### src/rtl/bp_pkg.sv
// Shared definitions for the bimodal branch predictor: counter encodings,
// default table geometry and PC index/tag extraction helpers.
// Purely declarative; no latency or flow-control behaviour of its own.
package bp_pkg;

    // Default geometry: 64 entries, 8-bit BTB tag.
    localparam int IDX_BITS_DEF = 6;
    localparam int TAG_BITS_DEF = 8;

    // 2-bit saturating counter states; bit[1] is the taken prediction.
    typedef enum logic [1:0] {
        SNT = 2'b00,
        WNT = 2'b01,
        WT  = 2'b10,
        ST  = 2'b11
    } ctr_t;

    // Table index: word-aligned PC bits just above the byte offset.
    function automatic logic [31:0] pc_idx(input logic [31:0] pc, input int idx_bits);
        return (pc >> 2) & ((32'd1 << idx_bits) - 32'd1);
    endfunction

    // BTB tag: the PC bits immediately above the index field.
    function automatic logic [31:0] pc_tag(input logic [31:0] pc, input int idx_bits,
                                           input int tag_bits);
        return (pc >> (idx_bits + 2)) & ((32'd1 << tag_bits) - 32'd1);
    endfunction

endpackage

### src/rtl/branch_predictor_if.sv
// Fetch lookup, execute update and redirect signals of the branch predictor.
// Latency is defined by the predictor itself (1 cycle on both paths).
// No backpressure: every asserted valid is accepted in that cycle.
//
// Ports:
//   fetch_valid/fetch_pc                      lookup request
//   pred_valid/pred_taken/pred_target         lookup result
//   upd_valid/upd_pc/upd_jump/upd_taken/
//   upd_target/upd_pred_taken/upd_pred_target resolved branch from execute
//   mispredict/redirect_pc                    corrective redirect
interface branch_predictor_if;
    import bp_pkg::*;

    logic        fetch_valid;
    logic [31:0] fetch_pc;
    logic        pred_valid;
    logic        pred_taken;
    logic [31:0] pred_target;

    logic        upd_valid;
    logic [31:0] upd_pc;
    logic        upd_jump;
    logic        upd_taken;
    logic [31:0] upd_target;
    logic        upd_pred_taken;
    logic [31:0] upd_pred_target;

    logic        mispredict;
    logic [31:0] redirect_pc;

    // Pipeline side: issues lookups and updates, consumes predictions.
    modport master (
        output fetch_valid, fetch_pc,
        output upd_valid, upd_pc, upd_jump, upd_taken, upd_target,
        output upd_pred_taken, upd_pred_target,
        input  pred_valid, pred_taken, pred_target,
        input  mispredict, redirect_pc
    );

    // Predictor side.
    modport slave (
        input  fetch_valid, fetch_pc,
        input  upd_valid, upd_pc, upd_jump, upd_taken, upd_target,
        input  upd_pred_taken, upd_pred_target,
        output pred_valid, pred_taken, pred_target,
        output mispredict, redirect_pc
    );

endinterface

### src/rtl/bp_sat_counter.sv
// Next-state of a 2-bit saturating branch counter (jumps force strongly-taken).
// Combinational, zero latency.
// No flow control; evaluated whenever its inputs change.
//
// Ports:
//   cur      current counter state
//   taken    resolved direction
//   force_st unconditional jump: move straight to ST
//   nxt      next counter state
module bp_sat_counter
    import bp_pkg::*;
(
    input  ctr_t cur,
    input  logic taken,
    input  logic force_st,
    output ctr_t nxt
);

    always_comb begin
        nxt = cur;
        if (force_st) begin
            nxt = ST;
        end else begin
            // Saturate at both ends; never wrap between SNT and ST.
            unique case (cur)
                SNT: nxt = taken ? WNT : SNT;
                WNT: nxt = taken ? WT  : SNT;
                WT:  nxt = taken ? ST  : WNT;
                ST:  nxt = taken ? ST  : WT;
                default: nxt = cur;
            endcase
        end
    end

endmodule

### src/rtl/branch_predictor.sv
// Bimodal direction predictor plus direct-mapped BTB, trained from execute.
// Lookup and mispredict results both appear 1 cycle after their request.
// No backpressure: one lookup and one update are accepted every cycle.
//
// Ports:
//   clk  rising-edge clock
//   rst  synchronous active-high reset
//   bp   branch_predictor_if.slave (fetch lookup, update, redirect)
module branch_predictor
    import bp_pkg::*;
#(
    parameter int IDX_BITS = IDX_BITS_DEF,
    parameter int TAG_BITS = TAG_BITS_DEF
) (
    input  logic                     clk,
    input  logic                     rst,
    branch_predictor_if.slave        bp
);

    localparam int ENTRIES = 1 << IDX_BITS;

    // Prediction state: counters and BTB valid bits are reset; tag and
    // target payloads are only meaningful behind a valid bit.
    ctr_t                ctr_q     [ENTRIES];
    logic                btb_vld_q [ENTRIES];
    logic [TAG_BITS-1:0] btb_tag_q [ENTRIES];
    logic [31:0]         btb_tgt_q [ENTRIES];

    // Registered outputs.
    logic        pred_valid_q;
    logic        pred_taken_q;
    logic [31:0] pred_target_q;
    logic        mispredict_q;
    logic [31:0] redirect_pc_q;

    // ------------------------------------------------------------------
    // Lookup path
    // ------------------------------------------------------------------
    logic [IDX_BITS-1:0] f_idx;
    logic [TAG_BITS-1:0] f_tag;
    logic                f_hit;
    logic                f_taken;
    logic [31:0]         f_target;

    assign f_idx = IDX_BITS'(pc_idx(bp.fetch_pc, IDX_BITS));
    assign f_tag = TAG_BITS'(pc_tag(bp.fetch_pc, IDX_BITS, TAG_BITS));

    // Reads use the registered tables, so a same-cycle update to the same
    // entry is not visible until the following lookup.
    assign f_hit    = btb_vld_q[f_idx] && (btb_tag_q[f_idx] == f_tag);
    // A taken counter without a matching BTB entry has no target to offer,
    // so it falls through to the sequential PC.
    assign f_taken  = f_hit && ctr_q[f_idx][1];
    assign f_target = f_taken ? btb_tgt_q[f_idx] : (bp.fetch_pc + 32'd4);

    // ------------------------------------------------------------------
    // Update path
    // ------------------------------------------------------------------
    logic [IDX_BITS-1:0] u_idx;
    logic [TAG_BITS-1:0] u_tag;
    ctr_t                u_ctr_nxt;
    logic                u_btb_wr;
    logic                u_mispredict;
    logic [31:0]         u_redirect;

    assign u_idx = IDX_BITS'(pc_idx(bp.upd_pc, IDX_BITS));
    assign u_tag = TAG_BITS'(pc_tag(bp.upd_pc, IDX_BITS, TAG_BITS));

    bp_sat_counter u_sat_counter (
        .cur      (ctr_q[u_idx]),
        .taken    (bp.upd_taken),
        .force_st (bp.upd_jump),
        .nxt      (u_ctr_nxt)
    );

    // Only taken branches and jumps carry a useful target; the allocation
    // evicts whatever alias occupied the entry. Not-taken updates never
    // touch the BTB, even on a tag mismatch.
    assign u_btb_wr = bp.upd_valid && (bp.upd_taken || bp.upd_jump);

    // Wrong direction, or right direction but wrong target.
    assign u_mispredict = (bp.upd_taken != bp.upd_pred_taken) ||
                          (bp.upd_taken && (bp.upd_target != bp.upd_pred_target));
    assign u_redirect   = bp.upd_taken ? bp.upd_target : (bp.upd_pc + 32'd4);

    // ------------------------------------------------------------------
    // Tables
    // ------------------------------------------------------------------
    // Counters and valid bits: whole table cleared in one reset cycle.
    always_ff @(posedge clk) begin
        if (rst) begin
            for (int i = 0; i < ENTRIES; i++) begin
                ctr_q[i]     <= WNT;
                btb_vld_q[i] <= 1'b0;
            end
        end else if (bp.upd_valid) begin
            // The counter trains on every resolved branch regardless of tag.
            ctr_q[u_idx] <= u_ctr_nxt;
            if (u_btb_wr) begin
                btb_vld_q[u_idx] <= 1'b1;
            end
        end
    end

    // Payloads need no reset: the valid bit qualifies them.
    always_ff @(posedge clk) begin
        if (!rst && u_btb_wr) begin
            btb_tag_q[u_idx] <= u_tag;
            btb_tgt_q[u_idx] <= bp.upd_target;
        end
    end

    // ------------------------------------------------------------------
    // Output registers
    // ------------------------------------------------------------------
    always_ff @(posedge clk) begin
        if (rst) begin
            pred_valid_q  <= 1'b0;
            pred_taken_q  <= 1'b0;
            pred_target_q <= 32'd0;
            mispredict_q  <= 1'b0;
            redirect_pc_q <= 32'd0;
        end else begin
            // Idle fetch cycles drop valid/taken but keep the last target.
            pred_valid_q <= bp.fetch_valid;
            pred_taken_q <= bp.fetch_valid && f_taken;
            if (bp.fetch_valid) begin
                pred_target_q <= f_target;
            end

            // Mispredict is a single-cycle pulse; redirect_pc holds.
            mispredict_q <= bp.upd_valid && u_mispredict;
            if (bp.upd_valid) begin
                redirect_pc_q <= u_redirect;
            end
        end
    end

    assign bp.pred_valid  = pred_valid_q;
    assign bp.pred_taken  = pred_taken_q;
    assign bp.pred_target = pred_target_q;
    assign bp.mispredict  = mispredict_q;
    assign bp.redirect_pc = redirect_pc_q;

endmodule
### src/flat_wrapper.sv
// flat-port wrapper written by rule: the top's interface ports become plain ports
module branch_predictor_flat import bp_pkg::*;
#(
    parameter int IDX_BITS = IDX_BITS_DEF,
    parameter int TAG_BITS = TAG_BITS_DEF
)
  (clk, rst, bp_fetch_valid, bp_fetch_pc, bp_upd_valid, bp_upd_pc, bp_upd_jump, bp_upd_taken, bp_upd_target, bp_upd_pred_taken, bp_upd_pred_target, bp_pred_valid, bp_pred_taken, bp_pred_target, bp_mispredict, bp_redirect_pc);
  branch_predictor_if bp_i ();
  input  logic clk;
  input  logic rst;
  input wire logic [$bits(bp_i.fetch_valid)-1:0] bp_fetch_valid;
  input wire logic [$bits(bp_i.fetch_pc)-1:0] bp_fetch_pc;
  input wire logic [$bits(bp_i.upd_valid)-1:0] bp_upd_valid;
  input wire logic [$bits(bp_i.upd_pc)-1:0] bp_upd_pc;
  input wire logic [$bits(bp_i.upd_jump)-1:0] bp_upd_jump;
  input wire logic [$bits(bp_i.upd_taken)-1:0] bp_upd_taken;
  input wire logic [$bits(bp_i.upd_target)-1:0] bp_upd_target;
  input wire logic [$bits(bp_i.upd_pred_taken)-1:0] bp_upd_pred_taken;
  input wire logic [$bits(bp_i.upd_pred_target)-1:0] bp_upd_pred_target;
  output wire logic [$bits(bp_i.pred_valid)-1:0] bp_pred_valid;
  output wire logic [$bits(bp_i.pred_taken)-1:0] bp_pred_taken;
  output wire logic [$bits(bp_i.pred_target)-1:0] bp_pred_target;
  output wire logic [$bits(bp_i.mispredict)-1:0] bp_mispredict;
  output wire logic [$bits(bp_i.redirect_pc)-1:0] bp_redirect_pc;
  assign bp_i.fetch_valid = bp_fetch_valid;
  assign bp_i.fetch_pc = bp_fetch_pc;
  assign bp_i.upd_valid = bp_upd_valid;
  assign bp_i.upd_pc = bp_upd_pc;
  assign bp_i.upd_jump = bp_upd_jump;
  assign bp_i.upd_taken = bp_upd_taken;
  assign bp_i.upd_target = bp_upd_target;
  assign bp_i.upd_pred_taken = bp_upd_pred_taken;
  assign bp_i.upd_pred_target = bp_upd_pred_target;
  assign bp_pred_valid = bp_i.pred_valid;
  assign bp_pred_taken = bp_i.pred_taken;
  assign bp_pred_target = bp_i.pred_target;
  assign bp_mispredict = bp_i.mispredict;
  assign bp_redirect_pc = bp_i.redirect_pc;
  branch_predictor #(.IDX_BITS(IDX_BITS), .TAG_BITS(TAG_BITS)) u_core (.clk(clk), .rst(rst), .bp(bp_i));
endmodule
### config.mk
export PLATFORM = sky130hd
export DESIGN_NAME = branch_predictor_flat
export DESIGN_NICKNAME = d
export VERILOG_FILES = /design/src/rtl/bp_pkg.sv /design/src/rtl/branch_predictor_if.sv /design/src/rtl/bp_sat_counter.sv /design/src/rtl/branch_predictor.sv /design/src/flat_wrapper.sv
export SDC_FILE = /design/constraint.sdc
export NUM_CORES = 2
export LEC_CHECK = 0
export CORE_MARGIN = 5
export CORE_UTILIZATION = 40
export CTS_CLUSTER_DIAMETER = 120
export DETAILED_ROUTE_END_ITERATION = 8
export MAX_ROUTING_LAYER = met4
export PLACE_DENSITY_LB_ADDON = 0.2
export SYNTH_ARGS = -nofsm -noshare
export SYNTH_HDL_FRONTEND = slang
export SYNTH_HIERARCHICAL = 1
export SYNTH_SLANG_ARGS = --single-unit
### constraint.sdc
create_clock -name clk -period 5.7 [get_ports clk]
set_input_delay 0.855 -clock clk [delete_from_list [all_inputs] [get_ports clk]]
set_output_delay 0.855 -clock clk [all_outputs]
set_load 0.03 [all_outputs]
Fig. 1: routed clock nets over the placement
(1 px per µm)
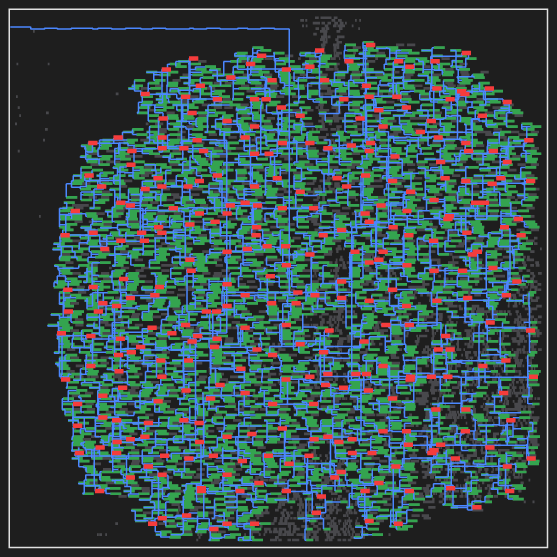
- green: flip-flops (count 2819)
- blue: clock wires (length 33.8 mm)
- red: clock-net drivers (count 315)
- routed clock nets: 316
- flops lie: widely spread
Fin Clk Skew: 0.0556 ns
power in the clock group: 0.0192 W
clock network power share: 43.0%
clk_lat worst skew: 0.96 ns

Fig. 2: clock nets
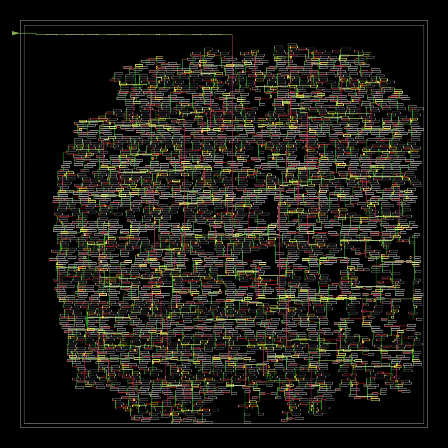
CLK BUF: 382
clock tree sinks: 2819

Fig. 3: placed cells, one colour a class
(1 px per µm) Fill, decap, tap and diode cells in grey.
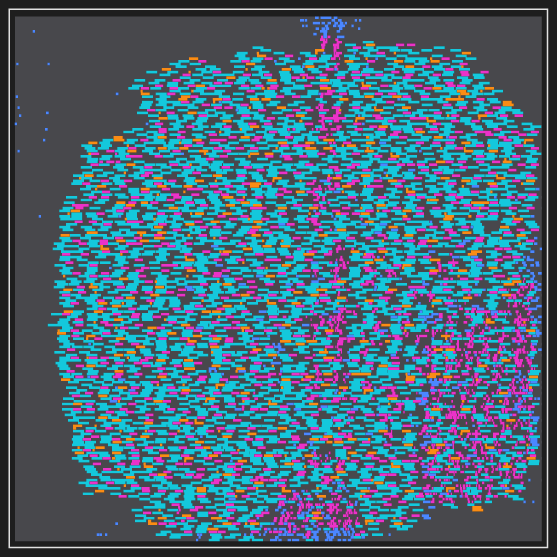
- magenta: remaining logic cells (cells 2122; share of their area 21%)
- cyan: registers (cells 2819; share of their area 67%)
- orange: clock drivers and dummy loads (cells 540; share of their area 7.6%)
- blue: remaining buffers and delay cells (cells 498; share of their area 4.3%)
sequential portion of the cell area: 64.3%
fin area: 130000 µm²

Fig. 4: I/O pins on the die edge
(0.5 px per µm) Pins as bars across the die edge, other pins in grey.
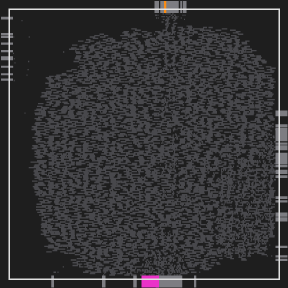
- magenta: bp_upd_pred_target (pins 32; direction input; edge south)
- orange: bp_fetch_valid (pins 1; direction input; edge north)
- all pins by edge: 94 south, 55 east, 42 north, 11 west
Chip Height: 537 µm
IO Port Bufs: 201
Die Wd: 537 µm

Fig. 5: met2 routing
(1 px per µm)
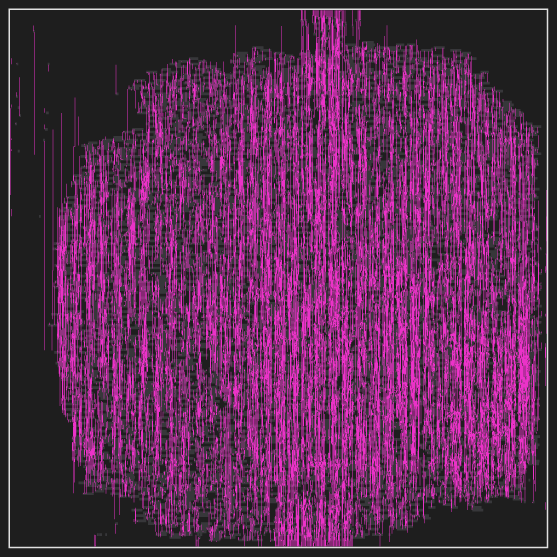
- longest straight run: 242 µm
- main direction: vertical
via count: 58600
GRT met2 Usage: 39.7%

==> flow_metrics.env <==
# implementation run metrics
export IMPL_status="complete, no violations"
export IMPL_path_buffers=3
export IMPL_hold_violations=0
export IMPL_root_buffer="clkbuf_16"
export IMPL_core_um2=276000
export IMPL_comb_area_um2=26400
export IMPL_edf_count=2688
export IMPL_path_cells="buf_8 > buf_4 > mux4_2 > a22o_1 > a221oi_1 > xor2_1 > mux4_2 > o211ai_1 > or4_2 > buf_4 > nor4b_2 > a311oi_1"
export IMPL_r2r_slack_ns=1.61
export IMPL_ys_seq_share_pct=75.1
export IMPL_slowest_stage="or4_2"
export IMPL_cpLargestDelayFamily="simple AND/OR/NAND/NOR gates"
export IMPL_synth_area_um2=111000
export IMPL_cp_required_ns=6.46
export IMPL_ys_warn_count=6
export IMPL_drive_above_1_share_pct=28.6
export IMPL_regArea_um2=83300
export IMPL_startpoint_type="input port"
export IMPL_drv_cap=0
export IMPL_preCtsSetupSlack_ns=0.319
export IMPL_ys_types=73
export IMPL_area_delta_synth_final_pct=16.8
export IMPL_drtAntennaViolNets=0
export IMPL_r2r_cells=10
export IMPL_critPathKind="in -> reg"
export IMPL_wl_per_cell_um=37.0
export IMPL_syn_avg_cell_area_um2=21.0
export IMPL_grt_start_max_net_pins=131
export IMPL_min_from="rst"
export IMPL_die_area_um2=288000
export IMPL_fmax_ghz=0.225
export IMPL_hold_ws_ns=0.252
export IMPL_worst_slew_pin_slew_ns=1.31
export IMPL_synth_cells=5278
export IMPL_gp_congestion=0.896
export IMPL_fp_util_pct=40.1
export IMPL_clk_pin_slew_worst_paths_ns=0.06
export IMPL_hp_class="in -> reg"
export IMPL_cts_setup_buffers=0
export IMPL_p_leak_nw=40.5
export IMPL_final_fill_count=22800
export IMPL_track_usage_pct=25.5
export IMPL_r2r_start="u_core/btb_tag_q[27][0]"
export IMPL_grt_pass1_vias=58300
export IMPL_cts_tree="built"
export IMPL_warning_count=33
export IMPL_lay_top_count="edfxtp_1"
export IMPL_finalSetupViolations=0
export IMPL_cp_data_arrival_time_ns=5.21
export IMPL_min_to="u_core/bp.redirect_pc[31]"
export IMPL_final_layout_top_logic_cells="2688 x edfxtp_1, 789 x mux4_2, 320 x clkbuf_16, 198 x buf_4, 171 x nand2_1"
export IMPL_endpoint_kind="register"
export IMPL_num_rows=193
export IMPL_ir_drop_mv=0.361
export IMPL_reg2reg_to="u_core/bp.pred_target[10]"
export IMPL_cts_buffers=315
export IMPL_dr_pass1_iters=6
export IMPL_max_slew_margin_pct=12.2
export IMPL_placed_area_um2=120000
export IMPL_max_stage_delay_ns=0.96
export IMPL_ys_cells=5278
export IMPL_ys_async_sr_fraction_pct=0
export IMPL_synth_flops=2819
export IMPL_cts_htree_levels=5
export IMPL_routed_wl_mm=359
export IMPL_period_needed_ns=4.45
export IMPL_post_cts_resized=0
export IMPL_fin_nets=5893
export IMPL_ys_area_um2=111000
export IMPL_hold_path_cell_count=2
export IMPL_drt_initial_drc_count=7861
export IMPL_fin_tns_setup_ns=0
export IMPL_route_detailed_drc=0
export IMPL_min_period_over_period_pct=78.0
export IMPL_power_density_nw_per_um2=344
export IMPL_antenna_found_initial=20
export IMPL_slew_violations=0
export IMPL_synth_nets=5415
export IMPL_synthFlopType="edfxtp_1"
export IMPL_p_total_w=0.0446
export IMPL_rsz0062_at_grt="no"
export IMPL_ctsHoldBuffers=0
export IMPL_grt_first_pass_wirelength_mm=490
export IMPL_dp_hpwl_mm=204
export IMPL_layout_setup_ws_ns=1.25
export IMPL_grt_overflow=0
export IMPL_critPathMaxFanout=42
export IMPL_viasPerCell=6.03
export IMPL_cts_buffer_depth=4
export IMPL_pin_count=202
-- registers in the layout, summed over array words and instances, names as in the netlist --
name,cells
u_core/bp.redirect_pc,32
u_core/bp.pred_taken,1
u_core/ctr_q,128
u_core/bp.pred_valid,1
u_core/bp.mispredict,1
u_core/bp.pred_target,32
u_core/btb_tgt_q,2048
u_core/btb_tag_q,512
u_core/btb_vld_q,64
-- cells by family after synthesis --
group                      Yosys count  synth area share (%)
and+or+nand+nor                    707                  3.44
DFF                               2819                  75.1
xor gates and xnor gates            95                 0.750
AOI/OAI and AO/OA                  389                  2.45
adders and majority gates            2                0.0225
muxes                              859                  16.6
buffers and inverters              407                  1.62
-- synth_stat cells, types with 68 or more instances --
cell type  instances  area share, %
a22oi_1           79           0.53
inv_1             69           0.23
nand2b_1          70           0.39
and3_1            77           0.43
clkbuf_1         208           0.70
nor2_1           138           0.47
nand2_1          171           0.58
buf_2             78           0.35
mux2i_1           68           0.61
o22ai_1           70           0.39
edfxtp_1        2688             73
mux4_2           789             16
dfxtp_1          131            2.4
-- area by class of cell --
class                           instances  share of cell area, %
Sequential cell                      2819                   64.3
Clock buffer                          382                   6.39
Clock inverter                        158                  0.981
Multi-Input combinational cell       2052                   20.4
Timing Repair Buffer                  498                   4.12
Tap cell                             3705                   3.58
Inverter                               70                  0.203
Antenna cell                           20                 0.0386
-- worst max-delay path by stage --
stage / start / to / slack, ns / depth (start not counted)
floorplan: bp_upd_pc[4] / u_core/btb_tag_q[4][0] / 1.08 / 7
global placement: bp_fetch_pc[2] / u_core/bp.pred_target[4] / 0.38 / 12
detailed placement: bp_fetch_pc[2] / u_core/bp.pred_target[29] / 0.32 / 12
CTS: bp_fetch_pc[2] / u_core/bp.pred_target[10] / 1.36 / 12
global route: bp_fetch_pc[2] / u_core/bp.pred_target[9] / 1.17 / 12
finish: bp_fetch_pc[2] / u_core/bp.pred_target[10] / 1.25 / 12
-- worst register-to-register path, cell delays in order, from the launching register on --
cell      delay, ns
edfxtp_1       0.36
mux4_2         0.47
a22o_1         0.25
a221oi_1       0.48
xor2_1         0.23
mux4_2         0.30
o211ai_1       0.21
or4_2          0.96
buf_4          0.33
nor4b_2        0.29
a311oi_1       0.08
-- power breakdown --
group	switching [W]	internal (W)
Sequential	0.0000690	0.0228
Clock	0.00804	0.0111
Combinational	0.00159	0.000976
Total	0.00970	0.0349
-- through the flow --
step                      cells  utilization (%)
after global placement     9144             43.4
after global routing       9701             46.9
after floorplan            5278                -
after detailed placement   9144             43.4
final                      9704             46.9
after CTS                  9684             46.9
-- metal layers --
layer  routed length (µm)  share of wire, %  track usage [%]  vias up
li1                     -                 -                -    23100
met1               141000                39             34.0    31900
met2               172000                48             39.7     3052
met3                32400               9.0             4.75      595
met4                13700               3.8             8.60        0
met5                    0                 0                -        -
Power figures rest on the tool's default switching activity, not on a simulated workload.
